===== src/rtl/dac_ctrl_seq.sv =====
// Power sequencer and segmented code driver for the DAC output stage.
// Brings the driver cells up, streams saturated codes into them, and parks them at zero code before power-down.
module dac_ctrl_seq #(
  parameter int PWRUP_CYCLES = 16,
  parameter int PDN_CYCLES   = 4
) (
  input  logic        clk,
  input  logic        rst,
  input  logic        en,
  input  logic        supply_ok,
  input  logic        code_valid,
  output logic        code_ready,
  input  logic [11:0] code,
  output logic [6:0]  datain,
  output logic [6:0]  datainb,
  output logic [16:0] datatherm,
  output logic [16:0] datathermb,
  output logic        pdb,
  output logic        fault,
  output logic        sat,
  output logic [2:0]  state_o
);

  typedef enum logic [2:0] {
    OFF      = 3'd0,
    WAIT_SUP = 3'd1,
    PWRUP    = 3'd2,
    ACTIVE   = 3'd3,
    PDN_PARK = 3'd4,
    PDN_OFF  = 3'd5
  } state_t;

  localparam logic [11:0] CODE_MAX = 12'd2303;
  localparam logic [7:0]  PWRUP_LD = 8'(PWRUP_CYCLES - 1);
  localparam logic [7:0]  PDN_LD   = 8'(PDN_CYCLES - 1);

  state_t      state_q;
  logic [7:0]  cnt_q;
  logic        pdb_q;
  logic        fault_q;
  logic        sat_q;
  logic [6:0]  din_q;
  logic [16:0] therm_q;
  logic [11:0] code_clip;

  function automatic logic [11:0] clip_code(input logic [11:0] c);
    return (c > CODE_MAX) ? CODE_MAX : c;
  endfunction

  // Thermometer decode of the MSB segment: the lowest m cells are on.
  function automatic logic [16:0] therm_dec(input logic [4:0] m);
    logic [16:0] t;
    for (int i = 0; i < 17; i++) t[i] = (5'(i) < m);
    return t;
  endfunction

  assign code_clip  = clip_code(code);
  assign code_ready = (state_q == ACTIVE) && en && supply_ok;

  always_ff @(posedge clk) begin
    if (rst) begin
      state_q <= OFF;
      cnt_q   <= 8'd0;
      pdb_q   <= 1'b0;
      fault_q <= 1'b0;
      sat_q   <= 1'b0;
      din_q   <= 7'd0;
      therm_q <= 17'd0;
    end else begin
      sat_q <= 1'b0;
      case (state_q)
        OFF: begin
          if (!en) fault_q <= 1'b0;
          else if (!fault_q) state_q <= WAIT_SUP;
        end
        WAIT_SUP: begin
          if (!en) begin
            state_q <= OFF;
          end else if (supply_ok) begin
            state_q <= PWRUP;
            cnt_q   <= PWRUP_LD;
            pdb_q   <= 1'b1;
          end
        end
        PWRUP, ACTIVE: begin
          // A supply loss wins over a simultaneous enable drop so it is always latched as a fault.
          if (!supply_ok) begin
            fault_q <= 1'b1;
            state_q <= PDN_PARK;
          end else if (!en) begin
            state_q <= PDN_PARK;
          end else if (state_q == PWRUP) begin
            if (cnt_q == 8'd0) state_q <= ACTIVE;
            else cnt_q <= cnt_q - 8'd1;
          end else if (code_valid) begin
            din_q   <= code_clip[6:0];
            therm_q <= therm_dec(code_clip[11:7]);
            sat_q   <= (code > CODE_MAX);
          end
        end
        PDN_PARK: begin
          din_q   <= 7'd0;
          therm_q <= 17'd0;
          cnt_q   <= PDN_LD;
          state_q <= PDN_OFF;
        end
        PDN_OFF: begin
          if (cnt_q == 8'd0) begin
            state_q <= OFF;
            pdb_q   <= 1'b0;
          end else begin
            cnt_q <= cnt_q - 8'd1;
          end
        end
        default: state_q <= OFF;
      endcase
    end
  end

  assign datain     = din_q;
  assign datainb    = ~din_q;
  assign datatherm  = therm_q;
  assign datathermb = ~therm_q;
  assign pdb        = pdb_q;
  assign fault      = fault_q;
  assign sat        = sat_q;
  assign state_o    = state_q;

endmodule


===== config.mk =====
export PLATFORM = sky130hd
export DESIGN_NAME = dac_ctrl_seq
export DESIGN_NICKNAME = d
export VERILOG_FILES = /design/src/rtl/dac_ctrl_seq.sv
export SDC_FILE = /design/constraint.sdc
export NUM_CORES = 1
export LEC_CHECK = 0
export CAP_MARGIN = 20
export CORE_AREA = 3 3 86 88
export CTS_CLUSTER_DIAMETER = 80
export DETAILED_ROUTE_END_ITERATION = 10
export DIE_AREA = 0 0 89 91
export GPL_TIMING_DRIVEN = 0
export HOLD_SLACK_MARGIN = 0.02
export PLACE_DENSITY = 0.66
export SYNTH_ARGS = -nofsm -noshare
export SYNTH_HDL_FRONTEND = slang
export SYNTH_SLANG_ARGS = --single-unit

===== constraint.sdc =====
create_clock -name clk -period 1.85 [get_ports clk]
set_input_delay 0.37 -clock clk [delete_from_list [all_inputs] [get_ports clk]]
set_output_delay 0.37 -clock clk [all_outputs]
set_load 0.005 [all_outputs]

**M2 wires**

Scale bar: 20 um.
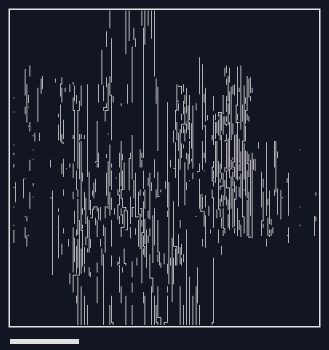
- nets with wire on the layer: 294
- wire length on this layer: 2,700 um

**Clock wires, drivers and flops**

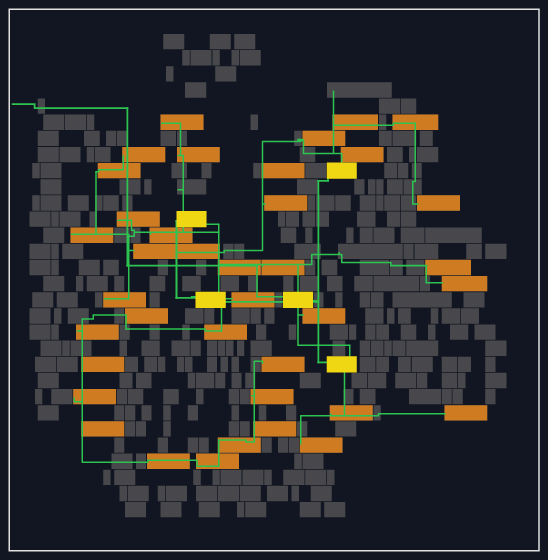
- clock drivers: yellow (count 5)
- clock wires: green (length 576 um)
- flip-flops: orange (count 38)
- routed clock nets: 6

-- path summary, 6_finish.rpt --
path	endpoint	slack (ns)	from	cells past startpoint
min reg2reg	cnt_q[6]$_SDFFE_PP0P_	0.47	cnt_q[6]$_SDFFE_PP0P_	2
min	cnt_q[6]$_SDFFE_PP0P_	0.47	cnt_q[6]$_SDFFE_PP0P_	2
max	state_o[0]$_SDFFE_PP0P_	-0.05	cnt_q[6]$_SDFFE_PP0P_	4
max reg2reg	state_o[0]$_SDFFE_PP0P_	-0.05	cnt_q[6]$_SDFFE_PP0P_	4
-- power breakdown --
part / switching (mW) / leakage [nW] / internal, mW
logic: 0.652 / 0.692 / 0.581
registers: 0.0898 / 0.309 / 0.909
clock network: 0.313 / 0.0714 / 0.576
total: 1.05 / 1.07 / 2.07
==> run notes <==
Numbers from the implementation run.

The flow ran to the end, but the final reports show violations. The final reports fail on negative setup slack. The number of signal-net inverters in the final layout is 36. The final HPWL from detailed placement is 4180 um. The maximum operating frequency is roughly 530 MHz. The count of warning messages emitted by the tools is 29. The fill cell total of the finished layout is 662.

Of all the cell area in the finished design, non-clock buffers hold 0.261. The die outline area is 8100 um2. Using the TritonRoute via totals, the vias-per-cell ratio works out to 5.11. A synthesized cell averages 7.77 um2. The root buffer cell chosen for the clock tree is clkbuf_8. The number of buffers created by CTS is 5. Looking at the post-CTS report, the setup buffer insertion count equals 3. Prior to clock tree synthesis, the placed netlist has a worst setup slack of -0.203 ns.

The final number of max-transition violations is 0. The cell at the slowest stage of the critical path is or4_4. In the synthesized netlist, the cells that appear most often are 38 x dfxtp_1, 36 x inv_1, 35 x a21oi_1. In the final report, the number of endpoints failing setup comes to 1. The gate-level netlist out of Yosys references 48 unique cell types. Detailed routing placed a total of around 370 um of wire on met3.

The share of cell area taken by muxes after synthesis is 0.0209. The worst hold slack is 0.470 ns. After layout, the buffer instance count without clock buffers stands at just under 90. The post-route worst setup slack is -0.0498 ns. For this run, the register share of the synthesized area comes to 0.385. In this run, the synthesized area fraction spent on xor and xnor cells is recorded as 0.00444. The pin count of the biggest net entering global routing is 13.

The initial antenna violation count is 0. The H-tree was split into 2 levels. The tally of yosys warning messages is 0. Summed over all cells, the static leakage comes to between 1 and 1.5 nW.

The layer flagged by global routing as most heavily used is met2. The total buffers and inverters traversed by the critical path is 0. After clock tree synthesis, the repair step resized 12 gates. The total global routing track utilization is 0.143. After synthesis the netlist holds a flip-flop and latch count of 38. The number of nets in the layout is 350. The number of DRC violations after detailed routing is 0.

Of the post-synthesis cell area, the dominant cell type holds 0.385. The final design utilization is 0.448. The met1 track demand over resource is 0.200. Global routing finished with a remaining overflow of 0. The dominant cell by count in the synthesized netlist is dfxtp_1. The number of antenna diodes is 0. The area added between synthesis and finish is 52.5%.

The highest supply drop recorded on VDD is between 0.4 and 0.5 mV. Counting every instance in the synthesized netlist gives around 250.
No activity file was given, so power comes from the tool's default toggle rates.
